met1.png
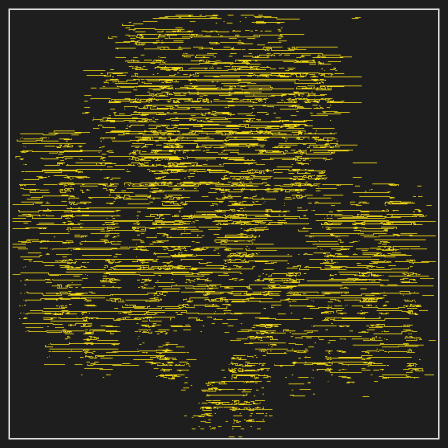
registers.png
Other sequential cells in the stronger grey, the rest of the logic in the fainter grey.
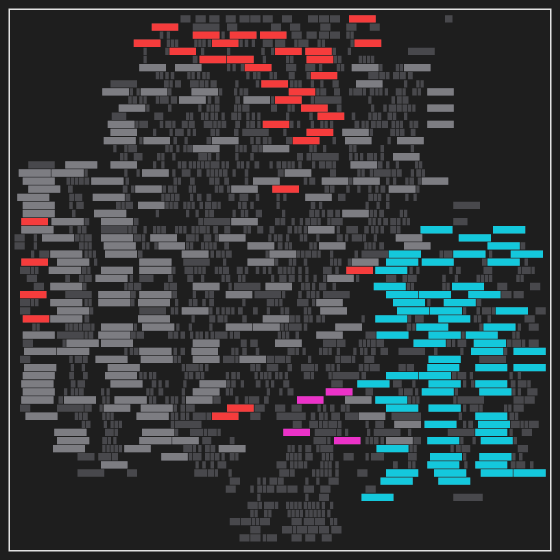
final_congestion.png
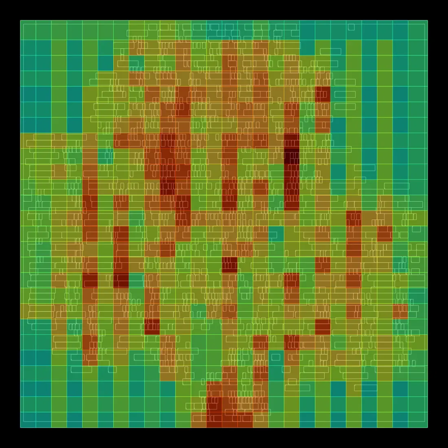
port_nets.png
The bar under the picture is 50 µm long.
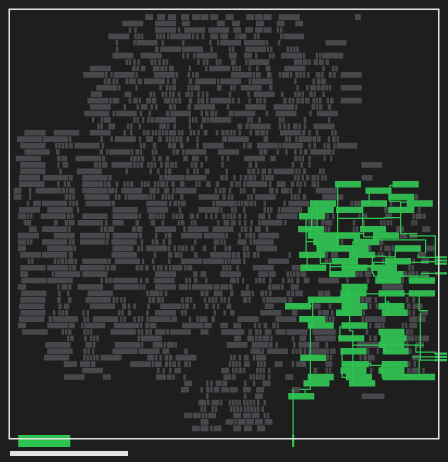
### src/rtl/mmio_uart_responder.sv
// Memory-mapped UART responder: status, rx/tx byte FIFOs and free-running cycle and
// retired-instruction counters behind a small word-addressed register window.

module mmio_uart_fifo #(
    parameter int DEPTH = 8
) (
    input  logic       clk,
    input  logic       rst_n,
    input  logic       push,
    input  logic [7:0] push_data,
    input  logic       pop,
    output logic [7:0] head,
    output logic       empty,
    output logic       full
);
    localparam int AW = $clog2(DEPTH);
    localparam int CW = AW + 1;
    localparam logic [CW-1:0] FULL_CNT = CW'(DEPTH);

    logic [7:0]    mem_r [DEPTH];
    logic [AW-1:0] wr_ptr_r;
    logic [AW-1:0] rd_ptr_r;
    logic [CW-1:0] count_r;
    logic          push_s;
    logic          pop_s;

    assign empty  = (count_r == {CW{1'b0}});
    assign full   = (count_r == FULL_CNT);
    assign head   = mem_r[rd_ptr_r];
    // A push into a full FIFO is refused even if a pop happens in the same cycle.
    assign push_s = push && !full;
    assign pop_s  = pop && !empty;

    // Pointer and occupancy tracking; pointers wrap naturally at DEPTH.
    always_ff @(posedge clk or negedge rst_n) begin
        if (!rst_n) begin
            wr_ptr_r <= {AW{1'b0}};
            rd_ptr_r <= {AW{1'b0}};
            count_r  <= {CW{1'b0}};
        end else begin
            if (push_s) wr_ptr_r <= wr_ptr_r + AW'(1);
            if (pop_s)  rd_ptr_r <= rd_ptr_r + AW'(1);
            case ({push_s, pop_s})
                2'b10:   count_r <= count_r + CW'(1);
                2'b01:   count_r <= count_r - CW'(1);
                default: count_r <= count_r;
            endcase
        end
    end

    // Storage array; contents are don't-care once the pointers are reset.
    always_ff @(posedge clk) begin
        if (push_s) mem_r[wr_ptr_r] <= push_data;
    end
endmodule

module mmio_uart_responder #(
    parameter int          FIFO_DEPTH = 8,
    parameter logic [31:0] MMIO_BASE  = 32'h8000_0000
) (
    input  logic        clk,
    input  logic        rst_n,
    input  logic [31:0] addr,
    input  logic        re,
    input  logic        we,
    input  logic [31:0] wdata,
    output logic [31:0] rdata,
    input  logic        inst_retire,
    input  logic [7:0]  rx_data,
    input  logic        rx_valid,
    output logic        rx_ready,
    output logic [7:0]  tx_data,
    output logic        tx_valid,
    input  logic        tx_ready
);
    logic [31:0] cycle_cnt_r;
    logic [31:0] inst_cnt_r;
    logic        tx_drop_r;

    logic        in_win_s;
    logic [2:0]  idx_s;
    logic        rd_status_s;
    logic        rd_rx_s;
    logic        wr_tx_s;
    logic        wr_clr_s;
    logic        tx_drop_set_s;
    logic [31:0] rd_mux_s;
    logic [31:0] status_s;
    logic [7:0]  rx_head_s;
    logic        rx_empty_s;
    logic        rx_full_s;
    logic        tx_empty_s;
    logic        tx_full_s;
    logic        unused_s;

    // The window is 32 bytes; MMIO_BASE is expected to be 32-byte aligned.
    assign in_win_s      = (addr[31:5] == MMIO_BASE[31:5]);
    assign idx_s         = addr[4:2];
    assign rd_status_s   = re && in_win_s && (idx_s == 3'd0);
    assign rd_rx_s       = re && in_win_s && (idx_s == 3'd1);
    assign wr_tx_s       = we && in_win_s && (idx_s == 3'd2);
    assign wr_clr_s      = we && in_win_s && (idx_s == 3'd6);
    assign tx_drop_set_s = wr_tx_s && tx_full_s;
    assign status_s      = {29'd0, tx_drop_r, !rx_empty_s, !tx_full_s};
    assign rx_ready      = !rx_full_s;
    assign tx_valid      = !tx_empty_s;
    assign unused_s      = ^{addr[1:0], wdata[31:8]};

    mmio_uart_fifo #(.DEPTH(FIFO_DEPTH)) u_rx_fifo (
        .clk       (clk),
        .rst_n     (rst_n),
        .push      (rx_valid && !rx_full_s),
        .push_data (rx_data),
        .pop       (rd_rx_s),
        .head      (rx_head_s),
        .empty     (rx_empty_s),
        .full      (rx_full_s)
    );

    mmio_uart_fifo #(.DEPTH(FIFO_DEPTH)) u_tx_fifo (
        .clk       (clk),
        .rst_n     (rst_n),
        .push      (wr_tx_s),
        .push_data (wdata[7:0]),
        .pop       (tx_ready),
        .head      (tx_data),
        .empty     (tx_empty_s),
        .full      (tx_full_s)
    );

    // Load data selection; unmapped and write-only offsets read as zero.
    always_comb begin
        rd_mux_s = 32'd0;
        if (in_win_s) begin
            case (idx_s)
                3'd0:    rd_mux_s = status_s;
                3'd1:    rd_mux_s = rx_empty_s ? 32'd0 : {24'd0, rx_head_s};
                3'd4:    rd_mux_s = cycle_cnt_r;
                3'd5:    rd_mux_s = inst_cnt_r;
                default: rd_mux_s = 32'd0;
            endcase
        end else begin
            rd_mux_s = 32'd0;
        end
    end

    // Registered load data, held between reads.
    always_ff @(posedge clk or negedge rst_n) begin
        if (!rst_n) begin
            rdata <= 32'd0;
        end else if (re) begin
            rdata <= rd_mux_s;
        end
    end

    // Sticky drop flag; a drop in the same cycle as a status read wins.
    always_ff @(posedge clk or negedge rst_n) begin
        if (!rst_n) begin
            tx_drop_r <= 1'b0;
        end else if (tx_drop_set_s) begin
            tx_drop_r <= 1'b1;
        end else if (rd_status_s) begin
            tx_drop_r <= 1'b0;
        end
    end

    // Cycle and retired-instruction counters; the clear write overrides increments.
    always_ff @(posedge clk or negedge rst_n) begin
        if (!rst_n) begin
            cycle_cnt_r <= 32'd0;
            inst_cnt_r  <= 32'd0;
        end else if (wr_clr_s) begin
            cycle_cnt_r <= 32'd0;
            inst_cnt_r  <= 32'd0;
        end else begin
            cycle_cnt_r <= cycle_cnt_r + 32'd1;
            if (inst_retire) inst_cnt_r <= inst_cnt_r + 32'd1;
        end
    end
endmodule

### config.mk
export PLATFORM = sky130hd
export DESIGN_NAME = mmio_uart_responder
export DESIGN_NICKNAME = d
export VERILOG_FILES = /design/src/rtl/mmio_uart_responder.sv
export SDC_FILE = /design/constraint.sdc
export NUM_CORES = 1
export LEC_CHECK = 0
export ABC_AREA = 1
export CAP_MARGIN = 20
export CORE_MARGIN = 1
export CORE_UTILIZATION = 37
export DETAILED_ROUTE_END_ITERATION = 8
export SKIP_CTS_REPAIR_TIMING = 1
export SYNTH_ARGS = -nofsm -noshare
export SYNTH_HDL_FRONTEND = slang
export SYNTH_SLANG_ARGS = --single-unit
### constraint.sdc
create_clock -name clk -period 6.6 [get_ports clk]
set_clock_uncertainty 0.1 [all_clocks]
set_input_delay 1.98 -clock clk [delete_from_list [all_inputs] [get_ports clk]]
set_output_delay 1.98 -clock clk [all_outputs]
set_load 0.03 [all_outputs]
==> impl_metrics.tcl <==
# metrics dict for downstream scripts
set metrics [dict create \
    mi_logic_area_um2 4300 \
    grt.overflow.total 0 \
    grt_pass1_wl_um 46800 \
    area_growth_pct 19.1 \
    startpoint "u_tx_fifo.rd_ptr_r[0]" \
    syn_nets 1452 \
    period_needed_ns 4.57 \
    chipWidth_um 181 \
    ys_area_um2 11900 \
    fp.dieH_um 181 \
    worstSkewPairLatency_ns 0.54 \
    p_leak_nw 6.21 \
    drt-total-wl_um 29100 \
    synth-async-reset-ratio_pct 47.8 \
    ys_seq_share_pct 57.0 \
    dr.pass1.iters 5 \
    cts_root_buffer "clkbuf_16" \
    power_mw 3.36 \
    drv_cap 0 \
    status "complete, no violations" \
    crit_end "tx_data[3]" \
    wl_met2_um 14100 \
    r2r-end "u_tx_fifo.count_r[3]" \
    common_cells "351 x nand2_1, 217 x nor2_1, 168 x inv_1, 128 x edfxtp_1, 117 x dfrtp_1" \
    fin_nets 1551 \
    core_area_um2 31600 \
    peakVddDrop_uv 174 \
    clockBufferDepth 3 \
    critical_path.max_fanout 30 \
    drive_gt1_share_pct 5.34 \
    syn_inst 1360 \
    path_clk_slew_ns 0.06 \
    min-delay-start "inst_cnt_r[25]" \
    finalSetupViolCount 0 \
    cp.arrival_ns 2.49 \
    antenna_found_initial 0 \
    powerDensity_nw_per_um2 237 \
    m1WireLength_um 13000 \
    numCtsBuffers 27 \
    synth.top_cell.area_share_pct 32.4 \
    yosys-top-cells-area "edfxtp_1 32%, dfrtp_1 25%, nand2_1 11%, nor2_1 6.9%, inv_1 5.3%" \
    vias_per_cell 4.95 \
    cts.sinks 245 \
    worst_slew_pin_slew_ns 1.08 \
]
Back to the opening pictures, met1.png:
The wires run mostly horizontal. The longest straight run is 64.9 µm. The layer holds 45% of the routed length. 1433 nets have wire on it.

Back to the opening pictures, registers.png:
Key: rdata = red [flops 32]; u_tx_fifo.count_r = magenta [flops 4, where south]; u_tx_fifo.mem_r = cyan [flops 64]
Another 145 sequential cells are not coloured.
post-layout util: 44.8%
Power Sequential: 1.70 mW
storage element area: 6770 µm²

Back to the opening pictures, final_congestion.png:
DR WL/cell: 15.4 µm
met3 usage: 2.18%
Most Used Layer, Global Route: met2

Back to the opening pictures, port_nets.png:
Key: wdata = green [direction input, edge 25 south, 7 east, end cells 64, wire 836 µm]
port bufs: 94
Boundary Pins: 121

==> where the power goes <==
| part | switching (mW) | total, mW | leakage [nW] | internal (mW) |
|---|---|---|---|---|
| Clock | 0.600 | 1.39 | 0.405 | 0.790 |
| Combinational | 0.178 | 0.273 | 3.22 | 0.0946 |
| Sequential | 0.0432 | 1.70 | 2.58 | 1.65 |
==> stage by stage <==
step | cells | instance area (µm²) | util (%) | hold slack (ns)
final | 1882 | 14100 | 44.8 | 0.370
after global placement | 1829 | 13200 | 42.0 | 0.359
after detailed placement | 1830 | 13300 | 42.0 | 0.358
after floorplan | 1360 | 11900 | - | 0.340
after CTS | 1880 | 14100 | 44.7 | 0.371
after global routing | 1882 | 14100 | 44.8 | 0.409
==> worst max-delay path: cells and delay by family (launching register included) <==
family / cells / cell delay, ns
buf+inv: 3 / 1.09
compound gates: 1 / 0.28
flops: 1 / 0.37
simple gates: 3 / 0.24
==> routing by layer <==
metal,GRT usage (%),vias up
met5,0,-
met3,2.18,53
met4,5.73,0
met2,30.4,230
li1,-,4648
met1,23.5,4379
==> final cells by class <==
type,instances,area share (%)
Clock buffer,37,5.25
Clock inverter,13,0.584
Inverter,172,4.56
Multi-Input combinational cell,905,30.4
Sequential cell,245,47.9
Tap cell,402,3.56
Timing Repair Buffer,108,7.80
==> registers in the layout, summed over array words and instances, names as in the netlist <==
| register | cells |
|---|---|
| u_rx_fifo.count_r | 4 |
| u_rx_fifo.mem_r | 64 |
| u_tx_fifo.count_r | 4 |
| u_tx_fifo.mem_r | 64 |
| u_rx_fifo.rd_ptr_r | 3 |
| cycle_cnt_r | 32 |
| u_rx_fifo.wr_ptr_r | 3 |
| inst_cnt_r | 32 |
| rdata | 32 |
| u_tx_fifo.wr_ptr_r | 3 |
| tx_drop_r | 1 |
| u_tx_fifo.rd_ptr_r | 3 |
==> cell usage in the layout (no fill, tap or decap), drive strengths merged, types with 16 or more instances in the layout <==
| master | netlist | layout |
|---|---|---|
| nor3 | 34 | 34 |
| o32ai | 16 | 16 |
| inv | 170 | 171 |
| clkdlybuf4s50 | 0 | 93 |
| o22ai | 26 | 26 |
| nor2 | 224 | 224 |
| nand4 | 17 | 17 |
| dfrtp | 117 | 117 |
| o21ai | 77 | 77 |
| nand2 | 353 | 353 |
| xor2 | 24 | 24 |
| edfxtp | 128 | 128 |
| nand3 | 72 | 72 |
| clkbuf | 25 | 37 |
==> kinds of logic after synthesis <==
kind of cell / count (synthesis) / share of synthesized area [%]
AOI/OAI and AO/OA: 150 / 7.44
xor gates and xnor gates: 29 / 2.14
adders and majority gates: 13 / 1.43
buffers and inverters: 210 / 6.92
DFF: 245 / 57.0
muxes: 1 / 0.0948
and+or+nand+nor: 712 / 25.0
==> worst min path at each step <==
stage	endpoint	slack [ns]	cells past startpoint
after floorplan	inst_cnt_r[25]	0.34	1
after global placement	inst_cnt_r[25]	0.36	1
after detailed placement	inst_cnt_r[25]	0.36	1
after CTS	inst_cnt_r[25]	0.37	1
after global routing	rdata[20]	0.41	2
final	inst_cnt_r[25]	0.37	1
Power is estimated from default activity; no workload was simulated.
